File: src/rtl/ro_freq_counter.sv
// Ring-oscillator edge counter: settle, count RO rising edges over a fixed window, hand the result over a valid/ack handshake.
// Result lands SETTLE_CYCLES+WINDOW_CYCLES+1 cycles after start; RO_CNT_SATURATE_EN selects a saturating count (default wraps).
module ro_freq_counter #(
  parameter int CNT_W         = 16,
  parameter int WINDOW_CYCLES = 1024,
  parameter int SETTLE_CYCLES = 8
) (
  input  logic             i_Clk,
  input  logic             i_Rst_n,
  input  logic             i_Start,
  input  logic             i_Sel,
  input  logic             i_Ack,
  input  logic             i_RO_out,
  output logic             o_RO_Enable,
  output logic             o_RO_Sel,
  output logic             o_Busy,
  output logic             o_Valid,
  output logic [CNT_W-1:0] o_Count,
  output logic             o_Overflow
);

  localparam int TMAX = (SETTLE_CYCLES > WINDOW_CYCLES - 1) ? SETTLE_CYCLES : WINDOW_CYCLES - 1;
  localparam int TW   = (TMAX < 2) ? 1 : $clog2(TMAX + 1);
  localparam logic [TW-1:0] SETTLE_LOAD = TW'(SETTLE_CYCLES);
  localparam logic [TW-1:0] WINDOW_LOAD = TW'(WINDOW_CYCLES - 1);

  typedef enum logic [1:0] {
    IDLE   = 2'd0,
    SETTLE = 2'd1,
    COUNT  = 2'd2,
    DONE   = 2'd3
  } state_t;

  state_t            state_q,  state_d;
  logic [TW-1:0]     timer_q,  timer_d;
  logic [CNT_W-1:0]  cnt_q,    cnt_d;
  logic [CNT_W-1:0]  count_q,  count_d;
  logic              ovf_q,    ovf_d;
  logic              en_q,     en_d;
  logic              sel_q,    sel_d;
  logic              busy_q,   busy_d;
  logic              valid_q,  valid_d;
  logic              sync1_q,  sync2_q, hist_q;

  logic              edge_det;
  logic              cnt_max;
  logic [CNT_W-1:0]  cnt_next;
  logic              start_ok;

  assign edge_det = sync2_q & ~hist_q;
  assign cnt_max  = &cnt_q;
  assign start_ok = i_Start && ((state_q == IDLE) || (state_q == DONE));

`ifdef RO_CNT_SATURATE_EN
  assign cnt_next = cnt_max ? cnt_q : cnt_q + 1'b1;
`else
  assign cnt_next = cnt_q + 1'b1;
`endif

  always_comb begin
    state_d = state_q;
    timer_d = timer_q;
    cnt_d   = cnt_q;
    count_d = count_q;
    ovf_d   = ovf_q;
    en_d    = en_q;
    sel_d   = sel_q;
    busy_d  = busy_q;
    valid_d = valid_q;

    if (start_ok) begin
      state_d = SETTLE;
      timer_d = SETTLE_LOAD;
      cnt_d   = '0;
      ovf_d   = 1'b0;
      sel_d   = i_Sel;
      en_d    = 1'b1;
      busy_d  = 1'b1;
      valid_d = 1'b0;
    end else begin
      case (state_q)
        SETTLE: begin
          // Synchronizer latency drains here, so edges seen now belong before the window.
          if (timer_q == '0) begin
            state_d = COUNT;
            timer_d = WINDOW_LOAD;
          end else begin
            timer_d = timer_q - 1'b1;
          end
        end
        COUNT: begin
          if (edge_det) begin
            cnt_d = cnt_next;
            if (cnt_max) ovf_d = 1'b1;
          end
          if (timer_q == '0) begin
            state_d = DONE;
            count_d = edge_det ? cnt_next : cnt_q;
            en_d    = 1'b0;
            busy_d  = 1'b0;
            valid_d = 1'b1;
          end else begin
            timer_d = timer_q - 1'b1;
          end
        end
        DONE: begin
          if (i_Ack) begin
            state_d = IDLE;
            valid_d = 1'b0;
          end
        end
        default: begin
          state_d = IDLE;
        end
      endcase
    end
  end

  always_ff @(posedge i_Clk or negedge i_Rst_n) begin
    if (!i_Rst_n) begin
      state_q <= IDLE;
      timer_q <= '0;
      cnt_q   <= '0;
      count_q <= '0;
      ovf_q   <= 1'b0;
      en_q    <= 1'b0;
      sel_q   <= 1'b0;
      busy_q  <= 1'b0;
      valid_q <= 1'b0;
      sync1_q <= 1'b0;
      sync2_q <= 1'b0;
      hist_q  <= 1'b0;
    end else begin
      state_q <= state_d;
      timer_q <= timer_d;
      cnt_q   <= cnt_d;
      count_q <= count_d;
      ovf_q   <= ovf_d;
      en_q    <= en_d;
      sel_q   <= sel_d;
      busy_q  <= busy_d;
      valid_q <= valid_d;
      sync1_q <= i_RO_out;
      sync2_q <= sync1_q;
      hist_q  <= sync2_q;
    end
  end

  assign o_RO_Enable = en_q;
  assign o_RO_Sel    = sel_q;
  assign o_Busy      = busy_q;
  assign o_Valid     = valid_q;
  assign o_Count     = count_q;
  assign o_Overflow  = ovf_q;

endmodule

File: config.mk
export PLATFORM = sky130hd
export DESIGN_NAME = ro_freq_counter
export DESIGN_NICKNAME = d
export VERILOG_FILES = /design/src/rtl/ro_freq_counter.sv
export SDC_FILE = /design/constraint.sdc
export NUM_CORES = 1
export LEC_CHECK = 0
export CAP_MARGIN = 0
export CORE_MARGIN = 4
export CORE_UTILIZATION = 50
export DETAILED_ROUTE_END_ITERATION = 10
export GPL_ROUTABILITY_DRIVEN = 0
export PLACE_DENSITY = 0.8
export SLEW_MARGIN = 20
export SYNTH_ARGS = -nofsm -noshare
export SYNTH_HDL_FRONTEND = slang
export SYNTH_SLANG_ARGS = --single-unit
File: constraint.sdc
create_clock -name i_Clk -period 2.8 [get_ports i_Clk]
set_clock_uncertainty 0.15 [all_clocks]
set_input_delay 0.56 -clock i_Clk [delete_from_list [all_inputs] [get_ports i_Clk]]
set_output_delay 0.56 -clock i_Clk [all_outputs]
set_load 0.005 [all_outputs]
==> run_1/clock_map.png <==
Scale: 4 px per um.
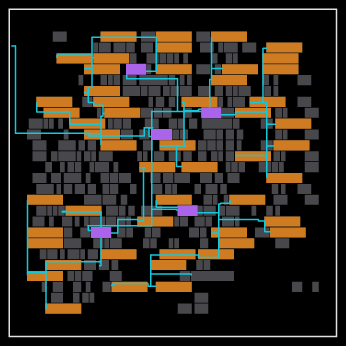
[orange] flip-flops | count: 51
[purple] cells driving clock nets | count: 5
[cyan] clock wires | length: 578 um
flops lie: all over the die
routed clock nets: 6
clock network fraction of design power: 0.273
reported clock group power: 498 uW
insertion delay of the later-clocked pin in the worst-skew pair: 300 ps

==> run_1/cell_classes.png <==
Scale: 6 px per um. Fill, decap, tap and diode cells in grey.
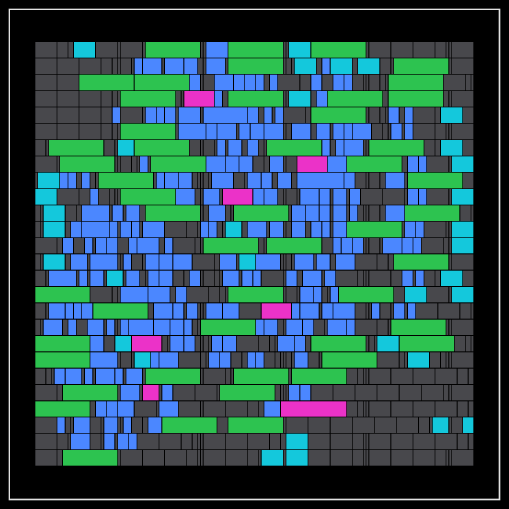
[magenta] clock drivers and dummy loads | cells: 7 | share of their area: 3.5%
[blue] all other logic | cells: 221 | share of their area: 45%
[cyan] other buffers and delay cells | cells: 33 | share of their area: 10%
[green] flops | cells: 51 | share of their area: 42%
post-route design area: 0.00314 sq mm
core footprint: 0.00517 sq mm
standard-cell row count: 26
sequential share of cell area: 0.407
Util after Layout: 0.607

==> run_1/metal_stack.png <==
Scale: 6 px per um.
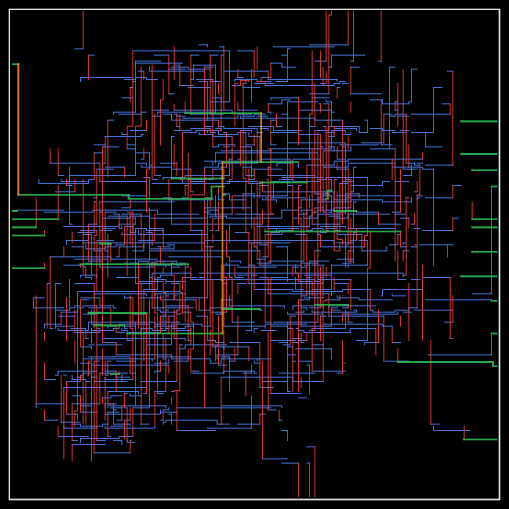
[red] met2 | wire length: 2600 um
[green] met3 | wire length: 253 um
[blue] met1 | wire length: 2620 um
[orange] met4 | wire length: 58.5 um
Total Routing Usage GR: 0.186
Routed WL per cell: 14.5 um
detailed-route via count: 2193
WL final: 5.53 mm

==> run_1/final_congestion.png <==
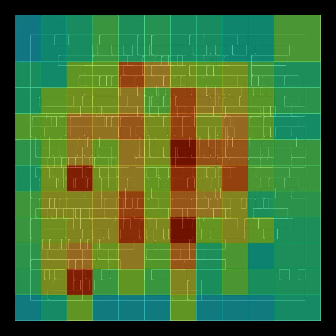
layer with the highest usage: met2
met1 usage in global routing: 0.245

==> run_results.csv, run 1 <==
group,metric,value,unit
critical_path,crit_path_end_kind,"flop",
logic_synthesis,ys_cells,286,
logic_synthesis,edf_count,0,
clock_tree,cts-resized-gates,0,
logic_synthesis,synth_async_sr_flop_share,1.00,
outcome,outcome,"complete, no violations",
die,design.portCount,27,
power,p_int,1240,uW
run,maxCapViolCount,0,
final_timing,finalWorstSetupSlack,615,ps
power,power_density,582,mW/mm^2
die,dieWidth,81.5,um
detailed_routing,initialDrtViolationCount,153,
logic_synthesis,synth.yosys.seq_area_share,0.473,
min_path,hp-class,"reg -> reg",
logic_synthesis,synthesis.yosys.warnings,0,
final_timing,worst_slew_pin_slew,652,ps
placed_design,placement.cell_area,0.00303,sq mm
clock_tree,hold_buffers,0,
placed_design,worst_setup_slack_post_dpl,454,ps
critical_path,setup.worst_path.start,"timer_q[6]",
power,power_switching,585,uW
critical_path,worst-path-max-fanout,5,
detailed_routing,wl_met1,2.62,mm
min_path,hold_path_end,"sync2_q",
finish,n_fill_cell,461,
logic_synthesis,ys_area,0.00270,sq mm
global_route,grt_antenna_before_repair,0,
critical_path,worst_r2r_endpoint,"timer_q[5]",
detailed_routing,drt_first_pass_iters,4,
finish,area.combinational,0.00132,sq mm
logic_synthesis,yosysUniqueCellTypes,53,
detailed_routing,dr_wl_met2,2.60,mm
min_path,worstHoldPathCells,0,
finish,finish.cell_count_without_fillers,382,
critical_path,crit_required,2890,ps
final_timing,timing.fmax,458,MHz
power,pg_comb,355,uW
logic_synthesis,netlist_instances,286,
clock_tree,tritoncts_num_sinks,51,
-- run 1: cell type report --
type                    instances  share of cell area
multi-input cells             210               0.420
inverters                      11              0.0132
flip-flops and latches         51               0.407
well taps                      70              0.0279
clock buffers                   5              0.0219
clock inverters                 2              0.0120
repair buffers                 33              0.0981
-- run 1: state kept, by name, summed over array words and instances, names as in the netlist --
| name | count |
|---|---|
| o_Valid | 1 |
| sync2_q | 1 |
| o_Overflow | 1 |
| cnt_q | 16 |
| o_Busy | 1 |
| state_q | 2 |
| o_RO_Sel | 1 |
| sync1_q | 1 |
| timer_q | 10 |
| o_Count | 16 |
| hist_q | 1 |
-- run 1: cells in the mapped netlist, types with 2 or more instances --
library cell,number,share of area
a21oi_1,17,0.032
or3_1,7,0.016
a211o_1,2,0.0065
clkbuf_1,8,0.011
and2_1,4,0.0093
o21ai_0,23,0.043
o31ai_1,3,0.0083
nand3_1,16,0.030
or2_2,3,0.0070
nand2_1,34,0.047
a21o_1,2,0.0056
xnor2_1,10,0.032
inv_1,11,0.015
or4_1,5,0.014
nor4_1,7,0.016
and3_1,3,0.0070
nor2_1,16,0.022
dfrtp_1,51,0.47
a31o_2,2,0.0065
buf_2,3,0.0056
xor2_1,9,0.029
ha_1,5,0.023
nand4_1,8,0.019
nor4b_1,2,0.0065
o211ai_1,3,0.0083
nor3_1,4,0.0074
mux2i_1,2,0.0074
-- run 1: worst max-delay path, cell delays in order (launching register included) --
cell and delay (ps):
dfrtp_1 430, or4_1 620, o31ai_1 570, o21ai_0 180, a21oi_1 170
-- run 1: logic make-up (layout without fill, tap and decap cells) --
| logic type | after synthesis | in the layout | share of synthesized area |
|---|---|---|---|
| AND/OR/NAND/NOR | 122 | 122 | 0.256 |
| buffers and inverters | 25 | 51 | 0.0380 |
| multiplexers | 2 | 2 | 0.00742 |
| AND-OR/OR-AND | 62 | 62 | 0.141 |
| XOR/XNOR | 19 | 19 | 0.0617 |
| adder cells (fa/ha/maj) | 5 | 5 | 0.0232 |
| flip-flops | 51 | 51 | 0.473 |
-- run 1: placed cells by master (no fill, tap or decap), types with 2 or more instances in the layout --
| cell | Yosys | layout |
|---|---|---|
| xnor2_1 | 10 | 10 |
| o31ai_1 | 3 | 3 |
| a21o_1 | 2 | 2 |
| xor2_1 | 9 | 9 |
| and3_1 | 3 | 3 |
| inv_1 | 11 | 11 |
| nand3_1 | 16 | 16 |
| o211ai_1 | 3 | 3 |
| nand2_1 | 34 | 34 |
| nor2_1 | 16 | 16 |
| clkbuf_8 | 0 | 5 |
| mux2i_1 | 2 | 2 |
| a211o_1 | 2 | 2 |
| nor3_1 | 4 | 4 |
| or3_1 | 7 | 7 |
| a21oi_1 | 17 | 17 |
| o21ai_0 | 23 | 23 |
| or4_1 | 5 | 5 |
| or2_2 | 3 | 3 |
| nor4_1 | 7 | 7 |
| and2_1 | 4 | 4 |
| dfrtp_1 | 51 | 51 |
| clkdlybuf4s50_1 | 0 | 25 |
| a31o_2 | 2 | 2 |
| nor4b_1 | 2 | 2 |
| ha_1 | 5 | 5 |
| nand4_1 | 8 | 8 |
| buf_4 | 1 | 7 |
==> inputs of run 2 (changes only) <==
==> constraint.sdc (replaced) <==
create_clock -name i_Clk -period 2.1 [get_ports i_Clk]
set_clock_uncertainty 0.15 [all_clocks]
set_input_delay 0.42 -clock i_Clk [delete_from_list [all_inputs] [get_ports i_Clk]]
set_output_delay 0.42 -clock i_Clk [all_outputs]
set_load 0.005 [all_outputs]
==> run_2/pdn.png <==
Scale: 6 px per um. Pins as bars on the die edge. Tap cells in grey.
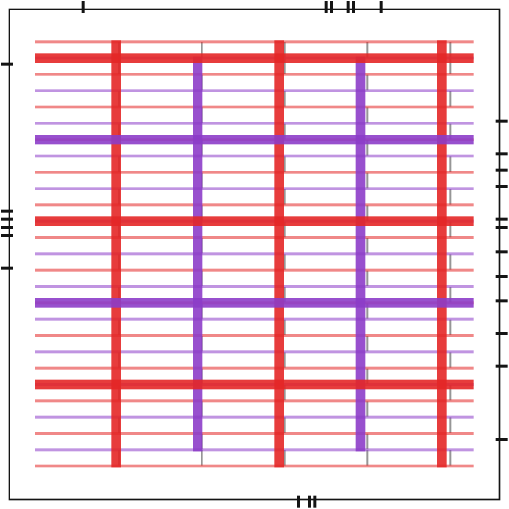
[purple] VDD
[red] VSS
met4 straps: 5
signal pins: 27
tap cells: 70
met5 straps: 5
rows: 26
width of the die: 81.5 um
worst supply voltage drop on vdd: 0.435 mV
y dimension of the die: 81.5 um

==> run_2/clock_map.png <==
Scale: 4 px per um.
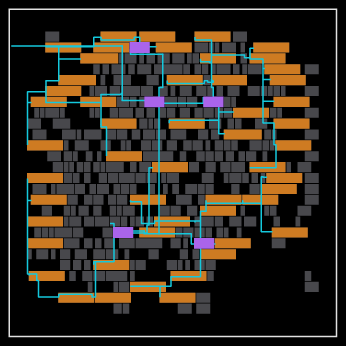
[cyan] clock wires | length: 584 um
[purple] cells driving clock nets | count: 5
[orange] flip-flops | count: 51
flops lie: all over the die
clock network fraction of design power: 0.248
reported clock group power: 622 uW
insertion delay of the later-clocked pin in the worst-skew pair: 310 ps

==> run 2 against run 1 <==
Effect of this change:
- register-to-register slack got worse by 550 ps
- synthesized area is the same
- worst hold slack better by 11 ps
- combinational power rose by 81%
- critical path type unchanged
==> run_results.csv, run 2 <==
group,metric,value,unit
detailed_routing,route.detailed.wl_per_inst,14.7,um
logic_synthesis,yosysMostFrequentCell,"dfrtp_1",
detailed_routing,wl,6.06,mm
logic_synthesis,ys_area,0.00270,sq mm
detailed_routing,vias_per_cell,5.66,
global_route,total_routing_usage_gr,0.199,
placed_design,detailed_place_hpwl,4.35,mm
finish,finish.cell_count_without_fillers,411,
finish,final_layout_top_logic_cells,"dfrtp_1 (48), nand2_1 (34), buf_4 (32)",
critical_path,r2r_cells,6,
detailed_routing,dr_wl_met2,2.85,mm
final_timing,post-route-min-period,2030,ps
critical_path,critPathArrivalTime,2130,ps
final_timing,worst_slew_pin_slew,496,ps
logic_synthesis,post_synth_main_logic_family,"simple AND/OR/NAND/NOR gates",
logic_synthesis,post-synth-top-area-fraction,0.473,
detailed_routing,initialDrtViolationCount,166,
critical_path,worstSetupPathType,"reg -> reg",
final_timing,hold_viol_final,0,
logic_synthesis,xor_share,0.0617,
logic_synthesis,aoi_share,0.141,
finish,post_route_design_area,0.00338,sq mm
run,maxCapViolCount,0,
min_path,worstHoldPathCells,0,
placed_design,placement.cell_area,0.00320,sq mm
global_route,grt_start_max_net_pins,24,
logic_synthesis,synth.yosys.seq_area_share,0.473,
logic_synthesis,ys_cells,286,
logic_synthesis,yosysUniqueCellTypes,53,
logic_synthesis,synth_async_sr_flop_share,1.00,
power,power_switching,815,uW
finish,num-nets-final,351,
die,rows,26,
clock_tree,cts_tree,"yes",
critical_path,crit_path_end_kind,"flop",
logic_synthesis,multiplexer_share_of_the_synthesized_area,0.00742,
critical_path,cell_depth_of_the_worst_setup_path,6,
critical_path,worstSetupStartpointType,"flop",
run,log.warning_count,28,
logic_synthesis,netlist_instances,286,
min_path,hp-class,"reg -> reg",
logic_synthesis,synthesis.yosys.warnings,0,
power,p_leak,0.00145,uW
critical_path,crit_required,2200,ps
final_timing,post-route-period-util,0.968,
outcome,outcome,"complete, no violations",
critical_path,worst-path-max-fanout,5,
placed_design,dpl.cell_count,398,
detailed_routing,wl_met1,2.79,mm
finish,layout_top_cell,"dfrtp_1",
final_timing,fin_hold_ws,216,ps
placed_design,buffer_ports.inserted,26,
critical_path,critical-path-max-stage-delay,530,ps
critical_path,path_buffers,1,
logic_synthesis,edf_count,0,
logic_synthesis,synth.top_cells.by_count,"dfrtp_1 (51), nand2_1 (34), o21ai_0 (23)",
power,p_int,1690,uW
power,p_seq_frac,0.497,
die,design.portCount,27,
critical_path,cp_top_family,"simple AND/OR/NAND/NOR gates",
critical_path,crit_chain,"inv_1 > ha_2 > nor3b_4 > nand4_1 > or4_1 > nand3_1",
detailed_routing,vias,2326,
logic_synthesis,post_synth_main_area_contributors,"dfrtp_1 (47%), nand2_1 (4.7%), o21ai_0 (4.3%)",
power,power_density,743,mW/mm^2
detailed_routing,drt_first_pass_iters,4,
die,core_area,0.00517,sq mm
clock_tree,tritoncts_num_sinks,51,
logic_synthesis,synth.cellmix.adderShare,0.0232,
global_route,grt_antenna_before_repair,0,
clock_tree,cts.root.buffer_cell,"clkbuf_8",
critical_path,slowest_stage,"or4_1",
finish,n_fill_cell,413,
final_timing,timing.fmax,492,MHz
logic_synthesis,largest_area_cell,"dfrtp_1",
logic_synthesis,synth.cellmix.simpleShare,0.256,
detailed_routing,met3_length,348,um
run 2: cell counts after synthesis:
Identical to the previous run, type by type.
run 2: cell type report:
class,count,area (sq um),area share
well taps,70,87.6,0.0259
clock buffers,7,96.3,0.0285
clock inverters,1,7.51,0.00222
repair buffers,61,528,0.156
flip-flops and latches,51,1280,0.379
inverters,11,41.3,0.0122
multi-input cells,210,1340,0.396
run 2: timing repair:
item	in CTS	in global routing
gates resized	1	11
pin swaps	0	3
setup endpoints to repair	2	16
buffers inserted	0	4
endpoints found under the hold margin	21	0
hold buffers	1	0
run 2: worst paths after layout:
kind,from,end,slack (ps)
worst max-delay path,timer_q[0],o_Count[15],70
worst min-delay path,sync1_q,sync2_q,220
worst max register to register,timer_q[0],o_Count[15],70
worst min register to register,sync1_q,sync2_q,220
max in group asynchronous,i_Rst_n,cnt_q[3],720
min in group asynchronous,i_Rst_n,o_Count[8],450
run 2: cells by family after synthesis:
logic type / count (synthesis)
simple gates: 122
mux: 2
xor+xnor: 19
fa+ha+maj: 5
buf+inv: 25
compound gates: 62
flops: 51
run 2: per-stage QoR:
| step | utilization | power, uW | setup WS (ps) |
|---|---|---|---|
| 6_report | 0.653 | 2510 | 66.7 |
| 4_1_cts | 0.643 | 2520 | 29.8 |
| 3_5_place_dp | 0.619 | 1880 | -44.4 |
| 5_1_grt | 0.653 | 2660 | -17.8 |
| 2_1_floorplan | - | 1650 | 1.43 |
| 3_3_place_gp | 0.619 | 1860 | 12.2 |
run 2: per-layer routing:
layer	track usage	up-vias
li1	-	1133
met1	0.273	1108
met2	0.322	80
met3	0.0395	5
met4	0.0541	0
met5	0	-
run 2: power by group through the flow:
stage               combinational, uW  clock [uW]  sequential [uW]
detailed placement                622           0             1260
global placement                  610           0             1250
global route                      720         676             1270
finish                            641         622             1250
CTS                               637         646             1240
floorplan                         415           0             1240
==> inputs of run 3 (changes only) <==
--- a/config.mk
+++ b/config.mk
@@ -8,9 +8,11 @@
 export CAP_MARGIN = 0
 export CORE_MARGIN = 4
 export CORE_UTILIZATION = 50
+export CTS_CLUSTER_SIZE = 40
 export DETAILED_ROUTE_END_ITERATION = 10
 export GPL_ROUTABILITY_DRIVEN = 0
 export PLACE_DENSITY = 0.8
+export SKIP_CTS_REPAIR_TIMING = 1
 export SLEW_MARGIN = 20
 export SYNTH_ARGS = -nofsm -noshare
 export SYNTH_HDL_FRONTEND = slang
==> run_3/metal_stack.png <==
Scale: 6 px per um.
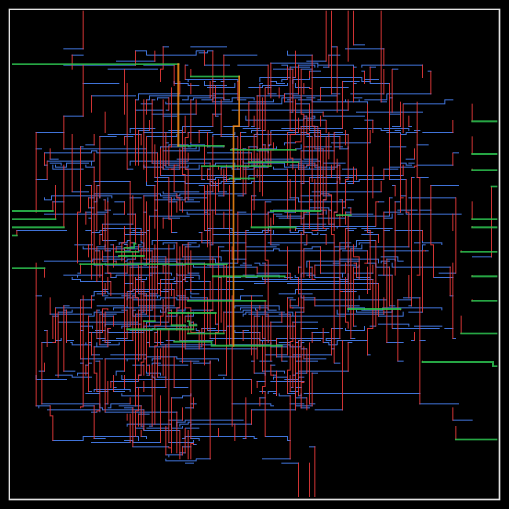
[green] met3 | wire length: 302 um
[blue] met1 | wire length: 2830 um
[orange] met4 | wire length: 59.4 um
[red] met2 | wire length: 2850 um
detailed-route via count: 2308
WL final: 6.04 mm

==> run_3/clock_map.png <==
Scale: 4 px per um.
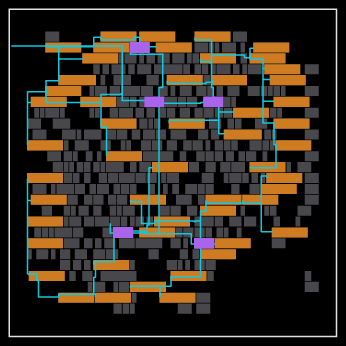
[purple] cells driving clock nets | count: 5
[orange] flip-flops | count: 51
[cyan] clock wires | length: 583 um
routed clock nets: 6
flops lie: all over the die

==> run 3 against run 2 <==
Effect of this change:
- die size stayed put
- worst setup slack gained 19 ps
- critical path type unchanged
- power barely moved
- core utilization about the same
- synthesized cell count is the same
==> run_results.csv, run 3 <==
group,metric,value,unit
outcome,outcome,"complete, no violations",
run,log.warning_count,29,
critical_path,crit_path_end_kind,"flop",
clock_tree,cts_tree,"yes",
logic_synthesis,yosysMostFrequentCell,"dfrtp_1",
critical_path,crit_required,2180,ps
critical_path,critical-path-max-stage-delay,550,ps
logic_synthesis,ys_area,0.00270,sq mm
placed_design,worst_setup_slack_post_dpl,-44.4,ps
critical_path,critPathArrivalTime,2100,ps
logic_synthesis,yosysUniqueCellTypes,53,
final_timing,finalWorstSetupSlack,86.1,ps
detailed_routing,route.detailed.wl_per_inst,14.7,um
min_path,worstHoldPathCells,0,
clock_tree,tritoncts_num_sinks,51,
global_route,total_routing_usage_gr,0.199,
placed_design,detailed_place_hpwl,4.35,mm
global_route,grtUsageMet1,0.274,
logic_synthesis,synthesis.yosys.warnings,0,
clock_tree,clkLatencyLatePin,310,ps
logic_synthesis,synth_async_sr_flop_share,1.00,
detailed_routing,vias_per_cell,5.63,
run,maxCapViolCount,0,
logic_synthesis,post-synth-top-area-fraction,0.473,
die,core_area,0.00517,sq mm
finish,num-nets-final,350,
logic_synthesis,ys_cells,286,
detailed_routing,post_detailed_route_drc_marker_count,0,
logic_synthesis,netlist_instances,286,
clock_tree,cts.root.buffer_cell,"clkbuf_8",
final_timing,post-route-min-period,2010,ps
finish,final_layout_top_logic_cells,"dfrtp_1 (49), nand2_1 (34), buf_4 (31)",
logic_synthesis,post_synth_main_area_contributors,"dfrtp_1 (47%), nand2_1 (4.7%), o21ai_0 (4.3%)",
final_timing,total_of_endpoints_with_negative_setup_slack_in_the_final_report,0,
global_route,globalRouteMet3Util,0.0395,
global_route,grt_overflow_total,0,
power,irDropWorstVdd,0.435,mV
final_timing,post-route-period-util,0.959,
logic_synthesis,largest_area_cell,"dfrtp_1",
critical_path,crit_chain,"nand3_2 > or4_4 > or4_1 > a21oi_1",
power,power_density,742,mW/mm^2
critical_path,slowest_stage,"or4_4",
detailed_routing,drt_first_pass_iters,4,
critical_path,worst-path-max-fanout,6,
logic_synthesis,synth.top_cells.by_count,"dfrtp_1 (51), nand2_1 (34), o21ai_0 (23)",
die,design.portCount,27,
die,rows,26,
placed_design,buffer_ports.inserted,26,
global_route,grt_use_met2,0.320,
logic_synthesis,synth.yosys.seq_area_share,0.473,
min_path,hp-class,"reg -> reg",
critical_path,worstSetupStartpointType,"flop",
logic_synthesis,edf_count,0,
die,dieWidth,81.5,um
global_route,grt_start_max_net_pins,24,
global_route,grt_antenna_before_repair,0,
die,die_h,81.5,um
final_timing,report.final.slew_viol_count,0,
final_timing,hold_viol_final,0,
final_timing,timing.fmax,497,MHz
detailed_routing,initialDrtViolationCount,193,
critical_path,r2r_cells,4,
finish,layout_top_cell,"dfrtp_1",
final_timing,worst_slew_pin_slew,503,ps
## run 3: cells by family after synthesis
| family | count (synthesis) | share of synthesized area |
|---|---|---|
| multiplexers | 2 | 0.00742 |
| AND/OR/NAND/NOR | 122 | 0.256 |
| flip-flops | 51 | 0.473 |
| XOR/XNOR | 19 | 0.0617 |
| AND-OR/OR-AND | 62 | 0.141 |
| buffers and inverters | 25 | 0.0380 |
| adder cells (fa/ha/maj) | 5 | 0.0232 |
## run 3: critical path: cells and delay by family, from the launching register on
family / cells / cell delay, ps
and+or+nand+nor: 3 / 1160
AOI/OAI and AO/OA: 1 / 160
DFF: 1 / 470
## run 3: cell type report
| type | instances | area, sq um |
|---|---|---|
| Clock buffer | 7 | 96.3 |
| Sequential cell | 51 | 1280 |
| Timing Repair Buffer | 60 | 520 |
| Fill cell | 407 | 1790 |
| Inverter | 11 | 41.3 |
| Tap cell | 70 | 87.6 |
| Clock inverter | 1 | 7.51 |
| Multi-Input combinational cell | 210 | 1350 |
## run 3: routing by layer
layer / vias to the layer above / wire length (um)
li1: 1132 / -
met1: 1103 / 2830
met2: 68 / 2850
met3: 5 / 302
met4: 0 / 59
met5: - / 0
## run 3: worst paths after layout
path | start | to | slack (ps)
worst max-delay path | cnt_q[3] | cnt_q[15] | 90
worst min-delay path | sync1_q | sync2_q | 220
worst max register to register | cnt_q[3] | cnt_q[15] | 90
worst min register to register | sync1_q | sync2_q | 220
max in group asynchronous | i_Rst_n | cnt_q[1] | 710
min in group asynchronous | i_Rst_n | o_Count[8] | 460
## run 3: metrics by stage
stage	utilization	hold WS [ps]	instance area, sq um	std cells	power (uW)
after floorplan	-	-25.6	2700	286	1650
after global placement	0.619	182	3200	398	1860
after detailed placement	0.619	196	3200	398	1880
after CTS	0.640	-64.6	3310	406	2520
after global routing	0.653	222	3380	410	2660
final	0.653	216	3380	410	2510
## run 3: power by group
group	internal, uW	switching, uW	total [uW]
clock network	300	322	622
logic	299	345	644
registers	1090	151	1240
total	1690	818	2510
No activity file was given, so power comes from the tool's default toggle rates.
